===== src/rtl/ls_seq.sv =====
// ls_seq: sequential logarithmic left shifter/rotator.
// The shift-by-1, -2, -4 ... stages are applied on successive clocks.
// A start/done handshake frames each operation.
//
// Handshake:
// - start is sampled only when idle (busy = 0). While busy = 1, start is
//   ignored; there is no queueing.
// - The cycle where start is taken captures I, S and ROT, and busy rises.
// - Exactly SW edges later, O holds the new result, done is high for one
//   cycle and busy is low. done and busy are never high together.
// - Because the FSM is already idle in the done cycle, a start in that
//   cycle is accepted.
module ls_seq #(
    parameter int WIDTH = 8,
    parameter int SW    = 3
) (
    input  logic                       clk,
    input  logic                       rst,
    input  logic                       start,
    input  logic [WIDTH-1:0]           I,
    input  logic [SW-1:0]              S,
    input  logic                       ROT,
    output logic [WIDTH-1:0]           O,
    output logic                       busy,
    output logic                       done,
    output logic [$clog2(SW+1)-1:0]    o_state
);

    localparam int SB = $clog2(SW + 1);

    // IDLE is 0. Stage k is encoded as k+1, so the last stage is SW.
    localparam logic [SB-1:0] IDLE    = '0;
    localparam logic [SB-1:0] ST0     = SB'(1);
    localparam logic [SB-1:0] ST_LAST = SB'(SW);

    logic [SB-1:0]    r_state;
    logic [WIDTH-1:0] r_work;
    logic [SW-1:0]    r_amt;
    logic             r_mode;
    logic [WIDTH-1:0] r_o;
    logic             r_busy;
    logic             r_done;

    logic [WIDTH-1:0] w_next;

    // Result of the stage selected by the current state.
    // In IDLE no stage matches, so the work value passes through unchanged.
    always_comb begin
        w_next = r_work;
        for (int k = 0; k < SW; k++) begin
            if (r_state == SB'(k + 1) && r_amt[k]) begin
                if (r_mode) begin
                    w_next = (r_work << (1 << k)) | (r_work >> (WIDTH - (1 << k)));
                end else begin
                    w_next = r_work << (1 << k);
                end
            end
        end
    end

    // Control FSM and datapath registers.
    // Reset aborts any in-flight operation without producing a done pulse.
    always_ff @(posedge clk or posedge rst) begin
        if (rst) begin
            r_state <= IDLE;
            r_work  <= '0;
            r_amt   <= '0;
            r_mode  <= 1'b0;
            r_o     <= '0;
            r_busy  <= 1'b0;
            r_done  <= 1'b0;
        end else begin
            r_done <= 1'b0;
            if (r_state == IDLE) begin
                if (start) begin
                    r_work  <= I;
                    r_amt   <= S;
                    r_mode  <= ROT;
                    r_busy  <= 1'b1;
                    r_state <= ST0;
                end
            end else begin
                r_work <= w_next;
                if (r_state == ST_LAST) begin
                    // O takes the post-stage value, not the pre-stage work value.
                    r_o     <= w_next;
                    r_done  <= 1'b1;
                    r_busy  <= 1'b0;
                    r_state <= IDLE;
                end else begin
                    r_state <= r_state + SB'(1);
                end
            end
        end
    end

    assign O       = r_o;
    assign busy    = r_busy;
    assign done    = r_done;
    assign o_state = r_state;

endmodule


===== config.mk =====
export PLATFORM = sky130hd
export DESIGN_NAME = ls_seq
export DESIGN_NICKNAME = d
export VERILOG_FILES = /design/src/rtl/ls_seq.sv
export SDC_FILE = /design/constraint.sdc
export NUM_CORES = 1
export LEC_CHECK = 0
export ABC_AREA = 1
export ABC_CLOCK_PERIOD_IN_PS = 3030
export CAP_MARGIN = 20
export CORE_MARGIN = 2
export CORE_UTILIZATION = 55
export CTS_CLUSTER_SIZE = 12
export DETAILED_ROUTE_END_ITERATION = 10
export GPL_TIMING_DRIVEN = 0
export PLACE_DENSITY = 0.84
export RECOVER_POWER = 25
export SYNTH_ARGS = -nofsm -noshare
export SYNTH_HDL_FRONTEND = slang
export SYNTH_SLANG_ARGS = --single-unit

===== constraint.sdc =====
create_clock -name clk -period 3.03 [get_ports clk]
set_clock_uncertainty 0.05 [all_clocks]
set_input_delay 0.606 -clock clk [delete_from_list [all_inputs] [get_ports clk]]
set_output_delay 0.606 -clock clk [all_outputs]
set_load 0.005 [all_outputs]

==> results.cfg, run 1 <==
; physical design summary
[status]
run_status = finished, final reports clean

[power]
net-switching-power_mw = 0.8734
pwr-share-seq_pct = 31.9
comb_power_share_pct = 55.5
cellLeakagePower_nw = 0.8923
vdd.ir_drop.worst_uv = 746.8

[critical_path]
critical_path.top_delay_family = buffers and inverters
path_buffers = 1
critical_path_top_delay_cell = sky130_fd_sc_hd__clkdlybuf4s50_1
critical_path_arrival_ns = 1.32
startpoint = o_state[0]
worst-path-max-fanout = 4
crit_path_end_kind = primary output
worst_setup_path_start_kind = flop

[cts]
ctsRootBufferMaster = sky130_fd_sc_hd__clkbuf_4
numClockSinks = 24
cts-htree-levels = 1
tritoncts = built
worst_setup_hold_path_clk_slew_ns = 0.15
post_cts.repair.setup_buffers = 0
max-clock-path-buffers = 2
post_cts.resized_instances = 0

[grt]
use_met1_pct = 32.65
grt.met3_usage_pct = 2.688
largest_net_degree_at_the_start_of_global_routing = 25
number_of_antenna_violations_at_the_first_check_in_global_routing = 0
global_route.usage.met2_pct = 47.02

[logic_synthesis]
yosys.area.top_type = sky130_fd_sc_hd__dfrtp_1
synth-edff-count = 0
yosys-stat-area_um2 = 1439
avg_inst_size_synth_um2 = 8.222
netlist_area_um2 = 1439
ys_top_cells_by_area = sky130_fd_sc_hd__dfrtp_1 (42%), sky130_fd_sc_hd__nand2_1 (14%), sky130_fd_sc_hd__nand3_1 (9.0%), sky130_fd_sc_hd__inv_1 (5.2%), sky130_fd_sc_hd__o211ai_2 (5.2%)
list_of_most_frequent_post_synthesis_cells = sky130_fd_sc_hd__nand2_1 (55), sky130_fd_sc_hd__nand3_1 (26), sky130_fd_sc_hd__dfrtp_1 (24)
yosys_warnings = 0
yosys_register_bits = 24
synthArstFlopShare_pct = 100.0

[layout]
filler_cell_count = 208
final_core_utilization_pct = 71.67
nets = 225
antenna_cells = 0

[timing]
final-hold-violation-count = 0
finalSetupTns_ns = 0
timing.fmax_mhz = 505.9
max-slew-margin-rel_pct = 37.26
setup_viol_count_final = 0
final_min_period_over_clock_period_pct = 65.23
worst_slack_ns = 1.053
hold-worst-slack_ns = 0.4479

[placed_design]
routabilityCongestion = 0.8892
placement_stage_cell_area_um2 = 1727
dp.final_hpwl_um = 2574
numPlacedInstances = 230

[die]
dieArea_um2 = 3042
core-area_um2 = 2477
num_rows = 18

[drt]
antenna_violating_nets_post_route = 0
viasPerCell = 5.487
dr.pass1.iters = 4

[hold_path]
worstHoldPathType = flop to flop

[flow_run]
max-cap-violations = 0
warning_count = 30
==> run 1: registers in the layout, indices dropped and copies added (netlist names) <==
register / cells
O: 8
busy: 1
done: 1
o_state: 2
r_amt: 3
r_mode: 1
r_work: 8
==> run 1: kinds of logic (layout without fill, tap and decap cells) <==
family	after synthesis	count (layout)	synth area share, %
DFF	24	24	41.74
muxes	4	4	3.130
buffers and inverters	29	58	9.478
and+or+nand+nor	93	93	30.96
AOI/OAI and AO/OA	20	20	10.35
adders and majority gates	5	5	4.348
==> run 1: power by group through the flow <==
stage / clock network, mW / logic [mW] / registers [mW]
after global routing: 0.254 / 1.21 / 0.640
final: 0.246 / 1.08 / 0.621
after detailed placement: 0 / 1.08 / 0.627
after CTS: 0.243 / 1.09 / 0.619
after global placement: 0 / 1.04 / 0.617
after floorplan: 0 / 0.733 / 0.606
==> run 1: per-layer routing <==
metal | wire length (um) | up-vias
li1 | - | 621
met1 | 1478 | 609
met2 | 1720 | 45
met3 | 190 | 9
met4 | 63 | 0
met5 | 0 | -
==> run 1: cells in the final DEF, fill, tap and decap left out, types with 4 or more instances in the layout <==
cell | Yosys | final
sky130_fd_sc_hd__ha_1 | 5 | 5
sky130_fd_sc_hd__nand2_1 | 55 | 56
sky130_fd_sc_hd__nand3_2 | 4 | 4
sky130_fd_sc_hd__clkdlybuf4s50_1 | 0 | 24
sky130_fd_sc_hd__inv_1 | 20 | 21
sky130_fd_sc_hd__dfrtp_1 | 24 | 24
sky130_fd_sc_hd__o211ai_2 | 6 | 6
sky130_fd_sc_hd__nand3_1 | 26 | 26
sky130_fd_sc_hd__mux2_2 | 4 | 4
sky130_fd_sc_hd__o21ai_1 | 9 | 9
==> run 1: cell type report <==
class                   instances  area (um2)  share of cell area [%]
well taps                      30       37.54                   2.114
clock inverters                 1       30.03                   1.691
repair buffers                 25       250.2                   14.09
clock buffers                   3       22.52                   1.269
plain buffers                   4       33.78                   1.903
inverters                      25       101.3                   5.708
multi-input cells             122       699.4                   39.39
flip-flops and latches         24       600.6                   33.83
==> run 1: final timing paths <==
path	endpoint	slack, ns	cells past startpoint
max in group asynchronous	O[3]	1.51	2
setup reg to reg	r_work[2]	1.26	7
min in group asynchronous	r_work[4]	0.85	2
hold reg to reg	O[1]	0.45	2
setup / recovery	o_state[0]	1.05	1
hold / removal	O[1]	0.45	2
Run 1, routed clock nets over the placement:
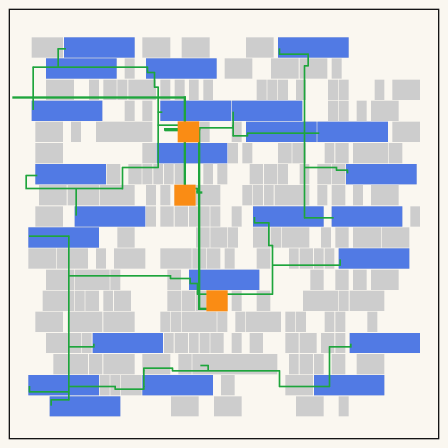
[clock wires] green | length: 332 um
[flip-flops] blue | count: 24
[clock-net drivers] orange | count: 3
routed clock nets: 4
clock power share: 12.6%
clock group total power: 0.246 mW
Worst-Skew Late Latency: 0.34 ns

Run 1, I/O pins on the die edge:
Pins as bars across the die edge, other pins in gray.
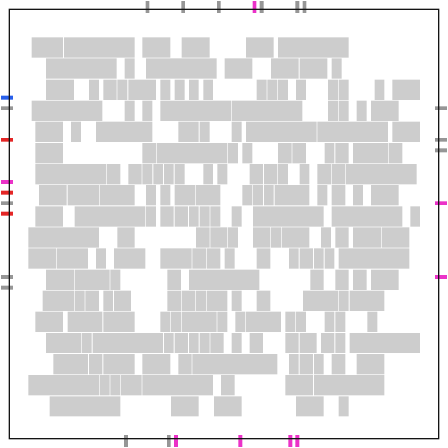
[`clk`] blue | pins: 1 | direction: input | edge: west
[`I`] magenta | pins: 8 | direction: input | edge: 4 south, 2 east, 1 west, 1 north
[`S`] red | pins: 3 | direction: input | edge: west
Chip Height: 55.15 um
number of buffer cells added on primary ports: 25
die width: 55.15 um

Run 1, metal layers overlaid:
Only two layers are drawn.
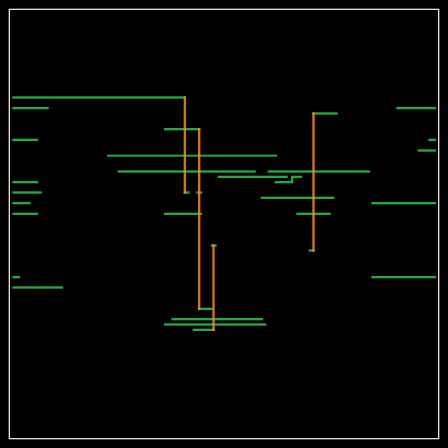
[M3] green | wire length: 191 um
[M4] orange | wire length: 63.9 um
global-route usage over all layers: 26.00%
wire length after detailed routing: 3453 um
post-DR wirelength/cell: 14.76 um
vias: 1,284

==> run 1 -> run 2 <==
Settings changed: ABC_CLOCK_PERIOD_IN_PS 3030 to 1910, CORE_UTILIZATION 55 to 51, PLACE_DENSITY 0.84 to 0.78.
Clock period 3.03 ns to 1.91 ns, I/O delays scaled along.
Run 2, I/O pins on the die edge:
Pins as bars across the die edge, other pins in gray.
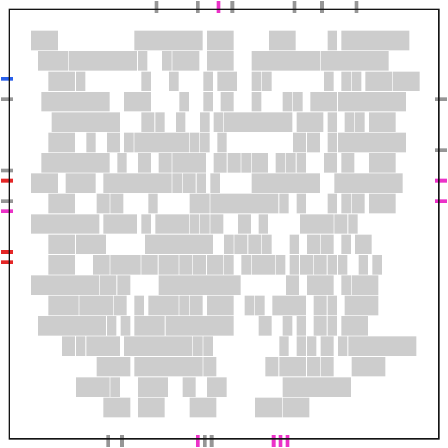
[`S`] red | pins: 3 | direction: input | edge: west
[`clk`] blue | pins: 1 | direction: input | edge: west
[`I`] magenta | pins: 8 | direction: input | edge: 4 south, 2 east, 1 north, 1 west
die width: 57.12 um
Chip Height: 57.12 um

==> run 2 against run 1 <==
Against the previous run: global-route usage fell by 2.3 points; clock power rose by 53%; synthesized cell count is the same; routed wire length about the same; critical path depth stayed put; setup slack lost 0.87 ns; clock-buffer cell count unchanged; largest cell class unchanged; largest power group unchanged.
==> results.cfg, run 2 <==
; physical design summary
[status]
run_status = finished, final reports clean

[cts]
worst_setup_hold_path_clk_slew_ns = 0.13
cts-htree-levels = 1
numClockSinks = 24
post_cts.resized_instances = 0
post_cts.repair.setup_buffers = 0
ctsRootBufferMaster = sky130_fd_sc_hd__clkbuf_4
tritoncts = built
max-clock-path-buffers = 2

[critical_path]
critPathCapture = o_state[1]
critical_path_arrival_ns = 1.29
reg2reg_slack_ns = 0.28
timing.critical_path.depth = 1
critical_path.reg2reg.endpoint = O[7]
worst_setup_path_start_kind = flop
startpoint = o_state[1]
critical_path.top_delay_family = buffers and inverters

[hold_path]
worstHoldPathType = primary input to flop

[layout]
antenna_cells = 0
final_core_utilization_pct = 65.70
filler_cell_count = 247

[timing]
setup_viol_count_final = 0
final_min_period_over_clock_period_pct = 90.27
timing.fmax_mhz = 580.0
finalSetupTns_ns = 0
hold-worst-slack_ns = 0.3934

[placed_design]
numPlacedInstances = 231
routabilityCongestion = 0.8963
dp.final_hpwl_um = 2506

[grt]
global_route.usage.total_pct = 23.70
number_of_antenna_violations_at_the_first_check_in_global_routing = 0

[logic_synthesis]
ys_top_cells_by_area = sky130_fd_sc_hd__dfrtp_1 (42%), sky130_fd_sc_hd__nand2_1 (14%), sky130_fd_sc_hd__nand3_1 (9.0%), sky130_fd_sc_hd__inv_1 (5.2%), sky130_fd_sc_hd__o211ai_2 (5.2%)
synth-edff-count = 0
yosys_register_bits = 24
yosys_warnings = 0
yosys.area.top_type = sky130_fd_sc_hd__dfrtp_1
avg_inst_size_synth_um2 = 8.222

[drt]
wirelength_um = 3454
num_vias = 1289
routedWlPerCell_um = 14.70
antenna_violating_nets_post_route = 0

[power]
cellLeakagePower_nw = 0.8962
pwr-share-seq_pct = 32.0
comb_power_share_pct = 55.9
net-switching-power_mw = 1.380

[flow_run]
warning_count = 30

[die]
core-area_um2 = 2710
Run 2, metal layers overlaid:
Only two layers are drawn.
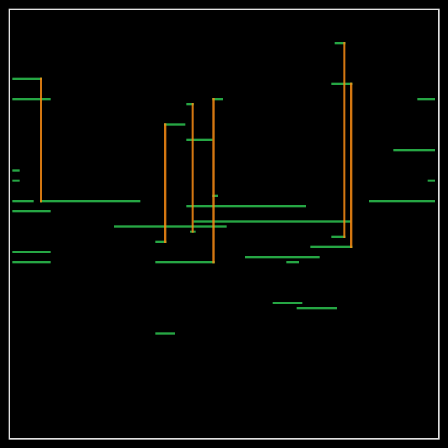
[M4] orange | wire length: 118 um
[M3] green | wire length: 157 um

==> run 2: power by group through the flow <==
| stage | clock network (mW) | logic (mW) | registers (mW) |
|---|---|---|---|
| floorplan | 0 | 1.16 | 0.962 |
| global placement | 0 | 1.65 | 0.980 |
| detailed placement | 0 | 1.71 | 0.997 |
| CTS | 0.379 | 1.73 | 0.986 |
| global route | 0.403 | 1.93 | 1.02 |
| finish | 0.376 | 1.73 | 0.989 |
==> run 2: worst reg2reg max path: stages (launching register included) <==
cell                       delay, ns
sky130_fd_sc_hd__dfrtp_1        0.45
sky130_fd_sc_hd__inv_1          0.12
sky130_fd_sc_hd__ha_1           0.18
sky130_fd_sc_hd__nand2_2        0.11
sky130_fd_sc_hd__buf_6          0.17
sky130_fd_sc_hd__o211ai_2       0.15
sky130_fd_sc_hd__nand3_1        0.12
sky130_fd_sc_hd__nand3_1        0.11
sky130_fd_sc_hd__nand2_1        0.07
==> run 2: routing by layer <==
| layer | share of wire [%] | global-route usage (%) | up-vias |
|---|---|---|---|
| li1 | - | - | 623 |
| met1 | 41 | 29.87 | 607 |
| met2 | 50 | 38.59 | 46 |
| met3 | 4.5 | 4.762 | 13 |
| met4 | 3.4 | 12.29 | 0 |
| met5 | 0 | 0 | - |
==> run 2: final cells by class <==
class                      count  area (um2)  area share, %
multi-input combinational    122       701.9          39.42
sequential                    24       600.6          33.73
timing repair buffer          25       250.2          14.05
inverter                      25       101.3          5.692
tap                           31       38.79          2.178
buffer                         4       35.03          1.968
clock inverter                 1       30.03          1.687
clock buffer                   3       22.52          1.265
==> run 2: worst min-delay path by stage <==
stage	startpoint	endpoint	slack (ns)	cells past startpoint
2_1_floorplan	rst	O[0]	0.35	1
3_3_place_gp	O[1]	O[1]	0.42	2
3_5_place_dp	O[3]	O[3]	0.42	2
4_1_cts	start	o_state[0]	0.39	3
5_1_grt	start	o_state[0]	0.39	3
6_report	start	o_state[0]	0.39	3
==> run 2: logic make-up after synthesis <==
logic type / Yosys count / share of synthesized area, %
simple gates: 93 / 30.96
buf+inv: 29 / 9.478
flops: 24 / 41.74
compound gates: 20 / 10.35
fa+ha+maj: 5 / 4.348
mux: 4 / 3.130
==> run 2: metrics by stage <==
step,cell area (um2),power [mW]
final,1780,3.091
after global routing,1780,3.359
after CTS,1780,3.099
after detailed placement,1728,2.708
after global placement,1728,2.628
after floorplan,1439,2.125
Power is estimated from default activity; no workload was simulated.
